==> src/rtl/range_meas_pkg.sv <==
// Shared definitions for the range measurement block.
// Holds the FSM state encoding and the default values of every
// parameter, so the top level and the tick generator agree on them.
package range_meas_pkg;

  typedef enum logic [2:0] {
    ST_IDLE      = 3'd0,
    ST_TRIG      = 3'd1,
    ST_WAIT_RISE = 3'd2,
    ST_MEASURE   = 3'd3,
    ST_HOLD      = 3'd4
  } state_t;

  localparam int DEF_CNT_W       = 16;
  localparam int DEF_TRIG_CYCLES = 10;
  localparam int DEF_PRESCALE    = 1;
  localparam int DEF_TIMEOUT     = 1000;
  localparam int DEF_HOLDOFF     = 20;

endpackage

==> src/rtl/range_tick.sv <==
// Prescaler / tick generator.
// Emits a one-cycle tick every PRESCALE clock cycles while run is high.
// The phase is frozen while run is low and forced back to zero by clear,
// so the first tick after a clear lands PRESCALE cycles later.
// Ports:
//   clock - rising-edge clock
//   reset - asynchronous active-high reset
//   run   - advance the prescaler
//   clear - restart the phase at zero
//   tick  - high for one cycle at the end of each PRESCALE period
module range_tick
  import range_meas_pkg::*;
#(
  parameter int PRESCALE = DEF_PRESCALE
) (
  input  logic clock,
  input  logic reset,
  input  logic run,
  input  logic clear,
  output logic tick
);

  localparam int PW = (PRESCALE > 1) ? $clog2(PRESCALE) : 1;
  localparam logic [PW-1:0] LAST = PW'(PRESCALE - 1);

  logic [PW-1:0] phase;

  assign tick = run && (phase == LAST);

  // Phase counter wraps at PRESCALE-1; the tick fires on the wrap cycle.
  always_ff @(posedge clock or posedge reset) begin
    if (reset) begin
      phase <= '0;
    end else if (clear) begin
      phase <= '0;
    end else if (run) begin
      if (phase == LAST) begin
        phase <= '0;
      end else begin
        phase <= phase + PW'(1);
      end
    end
  end

endmodule

==> src/rtl/range_meas.sv <==
// Ultrasonic-style range measurement controller.
// Issues a trigger pulse, waits for the sensor echo, measures the echo
// width in prescaled ticks and reports it (all ones on timeout), then
// holds off before allowing the next trigger. Continuous mode re-triggers
// automatically after each hold-off while enabled.
// Ports:
//   clock      - rising-edge clock
//   reset      - asynchronous active-high reset
//   start      - rising edge requests one measurement
//   enable     - allows new triggers (never aborts a running one)
//   cont       - re-trigger automatically after each hold-off
//   s_echo     - asynchronous echo input from the sensor
//   s_trigger  - trigger pulse to the sensor
//   meas       - last echo width in ticks, all ones on timeout
//   meas_valid - one-cycle strobe when meas/timeout are updated
//   timeout    - last result was a timeout
//   busy       - high in every state except idle
module range_meas
  import range_meas_pkg::*;
#(
  parameter int CNT_W       = DEF_CNT_W,
  parameter int TRIG_CYCLES = DEF_TRIG_CYCLES,
  parameter int PRESCALE    = DEF_PRESCALE,
  parameter int TIMEOUT     = DEF_TIMEOUT,
  parameter int HOLDOFF     = DEF_HOLDOFF
) (
  input  logic             clock,
  input  logic             reset,
  input  logic             start,
  input  logic             enable,
  input  logic             cont,
  input  logic             s_echo,
  output logic             s_trigger,
  output logic [CNT_W-1:0] meas,
  output logic             meas_valid,
  output logic             timeout,
  output logic             busy
);

  localparam int CYC_MAX = (TRIG_CYCLES > HOLDOFF) ? TRIG_CYCLES : HOLDOFF;
  localparam int CYC_W   = (CYC_MAX > 1) ? $clog2(CYC_MAX) : 1;

  state_t           state, state_next;
  logic             echo_m, echo_s;
  logic             start_q, start_edge;
  logic [CYC_W-1:0] cyc_cnt;
  logic [CNT_W-1:0] to_cnt, echo_cnt;
  logic             tick, prescale_run, prescale_clear;
  logic             timeout_hit, capture_echo, capture_timeout;

  assign start_edge   = start && !start_q;
  assign prescale_run = (state == ST_WAIT_RISE) || (state == ST_MEASURE);
  assign timeout_hit  = tick && (to_cnt == CNT_W'(TIMEOUT - 1));
  assign busy         = (state != ST_IDLE);

  range_tick #(
    .PRESCALE(PRESCALE)
  ) u_tick (
    .clock(clock),
    .reset(reset),
    .run  (prescale_run),
    .clear(prescale_clear),
    .tick (tick)
  );

  // Echo synchronizer and the registered copy of start for edge detection.
  always_ff @(posedge clock or posedge reset) begin
    if (reset) begin
      echo_m  <= 1'b0;
      echo_s  <= 1'b0;
      start_q <= 1'b0;
    end else begin
      echo_m  <= s_echo;
      echo_s  <= echo_m;
      start_q <= start;
    end
  end

  // State register.
  always_ff @(posedge clock or posedge reset) begin
    if (reset) begin
      state <= ST_IDLE;
    end else begin
      state <= state_next;
    end
  end

  // Next-state logic. In MEASURE the echo fall is checked before the
  // timeout so a fall on the timeout tick still reports the count.
  always_comb begin
    state_next      = state;
    prescale_clear  = 1'b0;
    capture_echo    = 1'b0;
    capture_timeout = 1'b0;
    case (state)
      ST_IDLE: begin
        if (start_edge && enable) begin
          state_next = ST_TRIG;
        end
      end
      ST_TRIG: begin
        if (cyc_cnt == CYC_W'(TRIG_CYCLES - 1)) begin
          state_next     = ST_WAIT_RISE;
          prescale_clear = 1'b1;
        end
      end
      ST_WAIT_RISE: begin
        if (timeout_hit) begin
          capture_timeout = 1'b1;
          state_next      = ST_HOLD;
        end else if (echo_s) begin
          state_next = ST_MEASURE;
        end
      end
      ST_MEASURE: begin
        if (!echo_s) begin
          capture_echo = 1'b1;
          state_next   = ST_HOLD;
        end else if (timeout_hit) begin
          capture_timeout = 1'b1;
          state_next      = ST_HOLD;
        end
      end
      ST_HOLD: begin
        if (cyc_cnt == CYC_W'(HOLDOFF - 1)) begin
          state_next = (cont && enable) ? ST_TRIG : ST_IDLE;
        end
      end
      default: begin
        state_next = ST_IDLE;
      end
    endcase
  end

  // Cycle counter timing the trigger pulse and the hold-off; restarts on
  // every state change.
  always_ff @(posedge clock or posedge reset) begin
    if (reset) begin
      cyc_cnt <= '0;
    end else if (state_next != state) begin
      cyc_cnt <= '0;
    end else if ((state == ST_TRIG) || (state == ST_HOLD)) begin
      cyc_cnt <= cyc_cnt + CYC_W'(1);
    end
  end

  // Timeout and echo counters. The echo count also takes the tick of the
  // rise cycle in WAIT_RISE, so the result covers the full echo width.
  always_ff @(posedge clock or posedge reset) begin
    if (reset) begin
      to_cnt   <= '0;
      echo_cnt <= '0;
    end else if (prescale_clear) begin
      to_cnt   <= '0;
      echo_cnt <= '0;
    end else if (prescale_run && tick) begin
      to_cnt <= to_cnt + CNT_W'(1);
      if (echo_s && (echo_cnt != {CNT_W{1'b1}})) begin
        echo_cnt <= echo_cnt + CNT_W'(1);
      end
    end
  end

  // Registered outputs; the trigger follows the next state so it is
  // aligned with TRIG and drops at once on reset.
  always_ff @(posedge clock or posedge reset) begin
    if (reset) begin
      s_trigger  <= 1'b0;
      meas       <= '0;
      meas_valid <= 1'b0;
      timeout    <= 1'b0;
    end else begin
      s_trigger  <= (state_next == ST_TRIG);
      meas_valid <= capture_echo || capture_timeout;
      if (capture_echo) begin
        meas    <= echo_cnt;
        timeout <= 1'b0;
      end else if (capture_timeout) begin
        meas    <= {CNT_W{1'b1}};
        timeout <= 1'b1;
      end
    end
  end

endmodule

==> config.mk <==
export PLATFORM = sky130hd
export DESIGN_NAME = range_meas
export DESIGN_NICKNAME = d
export VERILOG_FILES = /design/src/rtl/range_meas_pkg.sv /design/src/rtl/range_tick.sv /design/src/rtl/range_meas.sv
export SDC_FILE = /design/constraint.sdc
export NUM_CORES = 1
export LEC_CHECK = 0
export CAP_MARGIN = 20
export CORE_ASPECT_RATIO = 0.9
export CORE_MARGIN = 2
export CORE_UTILIZATION = 52
export DETAILED_ROUTE_END_ITERATION = 16
export GPL_TIMING_DRIVEN = 0
export PLACE_DENSITY = 0.82
export SLEW_MARGIN = 20
export SYNTH_ARGS = -nofsm -noshare
export SYNTH_HDL_FRONTEND = slang
export SYNTH_HIERARCHICAL = 1
export SYNTH_SLANG_ARGS = --single-unit
==> constraint.sdc <==
create_clock -name clock -period 2.1 [get_ports clock]
set_input_delay 0.21 -clock clock [delete_from_list [all_inputs] [get_ports clock]]
set_output_delay 0.21 -clock clock [all_outputs]
set_load 0.05 [all_outputs]
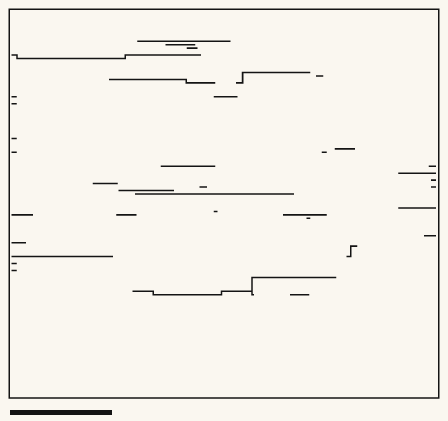
(signal wires on met3)
Bar = 20 µm.
nets with wire on the layer = 28
wire length on this layer = 282 µm
share of all routed wire = 4.4%
main direction = horizontal
longest straight run = 30.8 µm

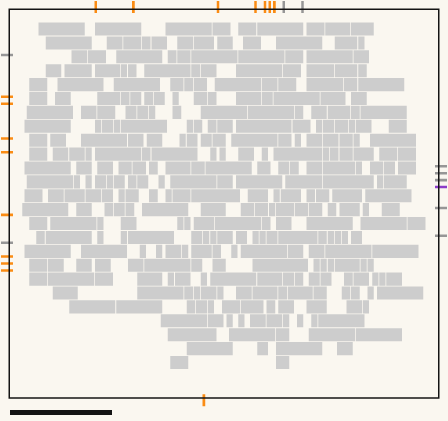
(ports around the boundary)
Bar = 20 µm. Pins as bars across the die edge, other pins in gray.
meas -> orange  # pins 16, direction output, edge 8 left, 7 top, 1 bottom
busy -> purple  # pins 1, direction output, edge right
count of buffers from port buffering: 25
die height: 75.8 µm
DIE WIDTH: 83.8 µm

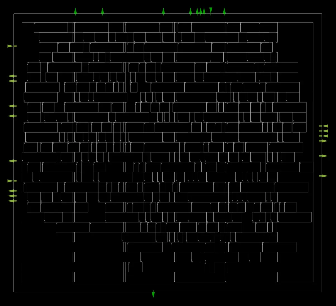
(cell outlines without signal wires)
number of core rows: 26
core area: 5600 µm²
non-filler cells, final: 403

==> flow_summary.html <==
<h2>Implementation results</h2>
<table>
<tr><th>Metric</th><th>Value</th></tr>
<tr><th colspan="2">Status</th></tr>
<tr><td>Run status</td><td>finished, final reports clean</td></tr>
<tr><th colspan="2">Global route</th></tr>
<tr><td>Number of global-route vias before repair</td><td>2177</td></tr>
<tr><td>Congestion Overflow GR</td><td>0</td></tr>
<tr><td>Met2 track demand over resource</td><td>32.7%</td></tr>
<tr><td>Number of antenna violations at the first check in global routing</td><td>0</td></tr>
<tr><td>Overall track demand over capacity in global routing</td><td>21.2%</td></tr>
<tr><th colspan="2">Logic synthesis</th></tr>
<tr><td>Main area contributors</td><td>sky130_fd_sc_hd__dfrtp_1 (52%), sky130_fd_sc_hd__xnor2_1 (5.0%), sky130_fd_sc_hd__o22a_1 (4.7%)</td></tr>
<tr><td>Async S/R FF share, synth</td><td>100%</td></tr>
<tr><td>Dominant cell area share</td><td>a little over half</td></tr>
<tr><td>Yosys Chip Area</td><td>2980 µm²</td></tr>
<tr><td>Sequential cell area fraction in the yosys report</td><td>52.1%</td></tr>
<tr><td>Number of synthesized register bits</td><td>~62</td></tr>
<tr><td>Synth top cells by count</td><td>sky130_fd_sc_hd__dfrtp_1 (62), sky130_fd_sc_hd__nor2_1 (32), sky130_fd_sc_hd__nand2_1 (17), sky130_fd_sc_hd__xnor2_1 (17), sky130_fd_sc_hd__o22a_1 (16)</td></tr>
<tr><td>Cell count in the Yosys report</td><td>279</td></tr>
<tr><td>Nets in the synthesized netlist</td><td>289</td></tr>
<tr><td>Aoi/oai-family share of the synthesized area</td><td>12.3%</td></tr>
<tr><td>Adder-cell area share of the yosys netlist</td><td>1.68%</td></tr>
<tr><td>Commonest register cell after synthesis</td><td>sky130_fd_sc_hd__dfrtp_1</td></tr>
<tr><td>Cell accounting for the most synthesized area</td><td>sky130_fd_sc_hd__dfrtp_1</td></tr>
<tr><td>Library cells used by synthesis</td><td>49</td></tr>
<tr><td>Most frequent cell after synthesis</td><td>sky130_fd_sc_hd__dfrtp_1</td></tr>
<tr><td>Yosys warns</td><td>6</td></tr>
<tr><td>Main combinational cell family by area after synthesis</td><td>simple AND/OR/NAND/NOR gates</td></tr>
<tr><td>Syn Std Cell Area</td><td>approximately 3000 µm²</td></tr>
<tr><td>Xor+xnor area frac</td><td>7.64%</td></tr>
<tr><td>Syn avg cell area</td><td>10.7 µm²</td></tr>
<tr><th colspan="2">STA</th></tr>
<tr><td>Worst Hold Margin</td><td>0.166 ns</td></tr>
<tr><td>Setup violation total in the final timing report</td><td>0</td></tr>
<tr><td>Sum of negative setup slack</td><td>0 ns</td></tr>
<tr><td>Setup repair after global routing missed its margin</td><td>true</td></tr>
<tr><td>Slew HR</td><td>59.9%</td></tr>
<tr><td>Transition time at the pin with the least slew margin</td><td>0.595 ns</td></tr>
<tr><td>Highest achievable clock rate</td><td>0.478 GHz</td></tr>
<tr><td>Number of hold-slack violations in the final timing report</td><td>0</td></tr>
<tr><td>Number of pins with negative max-slew slack in the final report</td><td>0</td></tr>
<tr><th colspan="2">Finish</th></tr>
<tr><td>Proportion of layout cells with a drive suffix above 1</td><td>18.0%</td></tr>
<tr><td>Most common library cell in the layout ignoring fill and taps</td><td>sky130_fd_sc_hd__dfrtp_1</td></tr>
<tr><td>Count of nets after finishing</td><td>338</td></tr>
<tr><td>Fillcell total</td><td>a little over 400</td></tr>
<tr><td>End-of-flow core utilization</td><td>67.4%</td></tr>
<tr><td>MI comb area</td><td>1390 µm²</td></tr>
<tr><th colspan="2">CTS</th></tr>
<tr><td>Clock sink count</td><td>62</td></tr>
<tr><td>Clock-pin slew on the worst setup and hold paths</td><td>0.07 ns</td></tr>
<tr><td>Max Root-Sink Buffers</td><td>2</td></tr>
<tr><td>Count of cells resized by post-cts repair</td><td>6</td></tr>
<tr><td>Clock tree root driver cell</td><td>sky130_fd_sc_hd__clkbuf_8</td></tr>
<tr><td>Number of H-tree levels</td><td>3</td></tr>
<tr><th colspan="2">Power</th></tr>
<tr><td>Worst IR drop on VDD</td><td>about 0.00099 V</td></tr>
<tr><td>Pwr/cell area</td><td>around 1200 nW/µm²</td></tr>
<tr><th colspan="2">Place</th></tr>
<tr><td>Count of placed standard cells including taps</td><td>375</td></tr>
<tr><td>Placement-stage worst setup slack</td><td>-0.130 ns</td></tr>
<tr><td>Final GP Congestion</td><td>0.796</td></tr>
<tr><td>Cell area after placement</td><td>3340 µm²</td></tr>
<tr><th colspan="2">Worst setup path</th></tr>
<tr><td>Number of logic stages on the critical path including buffering</td><td>9</td></tr>
<tr><td>Critical Path, Cell by Cell</td><td>buf_6 -&gt; nor2b_4 -&gt; buf_4 -&gt; buf_4 -&gt; nand4b_1 -&gt; nor4_4 -&gt; nor4_1 -&gt; a21oi_2 -&gt; a2111oi_2</td></tr>
<tr><td>Kind of capture point of the worst setup path</td><td>flip-flop</td></tr>
<tr><td>Length in cells of the worst reg-to-reg path</td><td>9</td></tr>
<tr><td>Critical-path cell with the highest stage delay</td><td>sky130_fd_sc_hd__nor4_1</td></tr>
<tr><td>Worst setup path startpoint</td><td>state[1]</td></tr>
<tr><td>Stage delay of the slowest cell on the critical path</td><td>0.41 ns</td></tr>
<tr><td>Count of buffering cells on the critical path with inverters included</td><td>3</td></tr>
<tr><td>Reg2Reg Launch Point</td><td>state[1]</td></tr>
<tr><td>Most frequent CP cell</td><td>sky130_fd_sc_hd__buf_4</td></tr>
<tr><th colspan="2">Drt</th></tr>
<tr><td>DRT Wirelength</td><td>approximately 6.4 mm</td></tr>
<tr><td>Via density per instance</td><td>5.70</td></tr>
<tr><td>DRC violations left</td><td>0</td></tr>
<tr><td>M1 WL</td><td>3.01 mm</td></tr>
<tr><td>Wire length on met2</td><td>3.02 mm</td></tr>
<tr><td>Wirelength per Cell</td><td>15.9 µm</td></tr>
<tr><td>Number of detailed-routing iterations run before antenna repair</td><td>4</td></tr>
<tr><th colspan="2">Hold path</th></tr>
<tr><td>Min-delay worst type</td><td>in2async</td></tr>
<tr><th colspan="2">Floorplan</th></tr>
<tr><td>Floorplan-stage core utilization</td><td>53.2%</td></tr>
<tr><th colspan="2">Run</th></tr>
<tr><td>Tally of OpenROAD warnings</td><td>29</td></tr>
<tr><td>Max-capacitance violation count</td><td>0</td></tr>
</table>
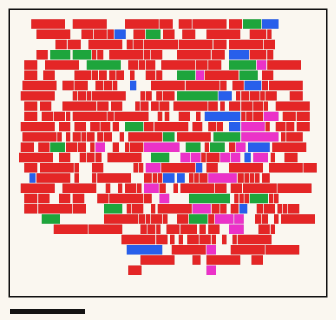
(drive-strength map)
Bar = 20 µm.
drive 6 and up -> green  # cells 21, most used clkbuf_8
drive 3 to 4 -> magenta  # cells 23, most used buf_4
drive 2 -> blue  # cells 16, most used a21oi_2
drive 1 or less -> red  # cells 273, most used dfrtp_1
layout overhead on the synthesized area: 26.7%
post-route worst setup slack: 0.00938 ns
number of non-clock buffers: 50
final instance area: 3770 µm²

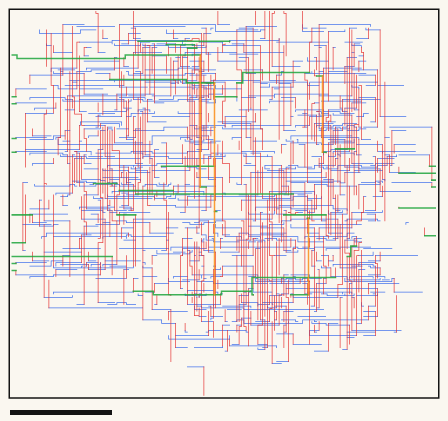
(signal wires by layer)
Bar = 20 µm.
met1 -> blue  # wire length 3010 µm
met2 -> red  # wire length 3020 µm
met3 -> green  # wire length 282 µm
met4 -> orange  # wire length 97.2 µm

-- area by class of cell --
type                    instances  share of cell area (%)
flip-flops and latches         62                    41.2
multi-input cells             195                    36.7
repair buffers                 38                    10.5
clock buffers                  12                    3.85
plain buffers                  12                    2.35
well taps                      70                    2.32
clock inverters                 4                    1.86
inverters                      10                    1.19
-- report_power, final --
group	switching, W	internal (W)
sequential	0.000189	0.00144
combinational	0.00100	0.000680
clock	0.000458	0.000698
total	0.00165	0.00282
-- sequential cells by signal, summed over array words and instances (netlist names) --
signal / count
echo_cnt: 16
meas: 16
to_cnt: 16
cyc_cnt: 5
state: 3
echo_m: 1
echo_s: 1
meas_valid: 1
s_trigger: 1
start_q: 1
timeout: 1
Power is estimated from default activity; no workload was simulated.
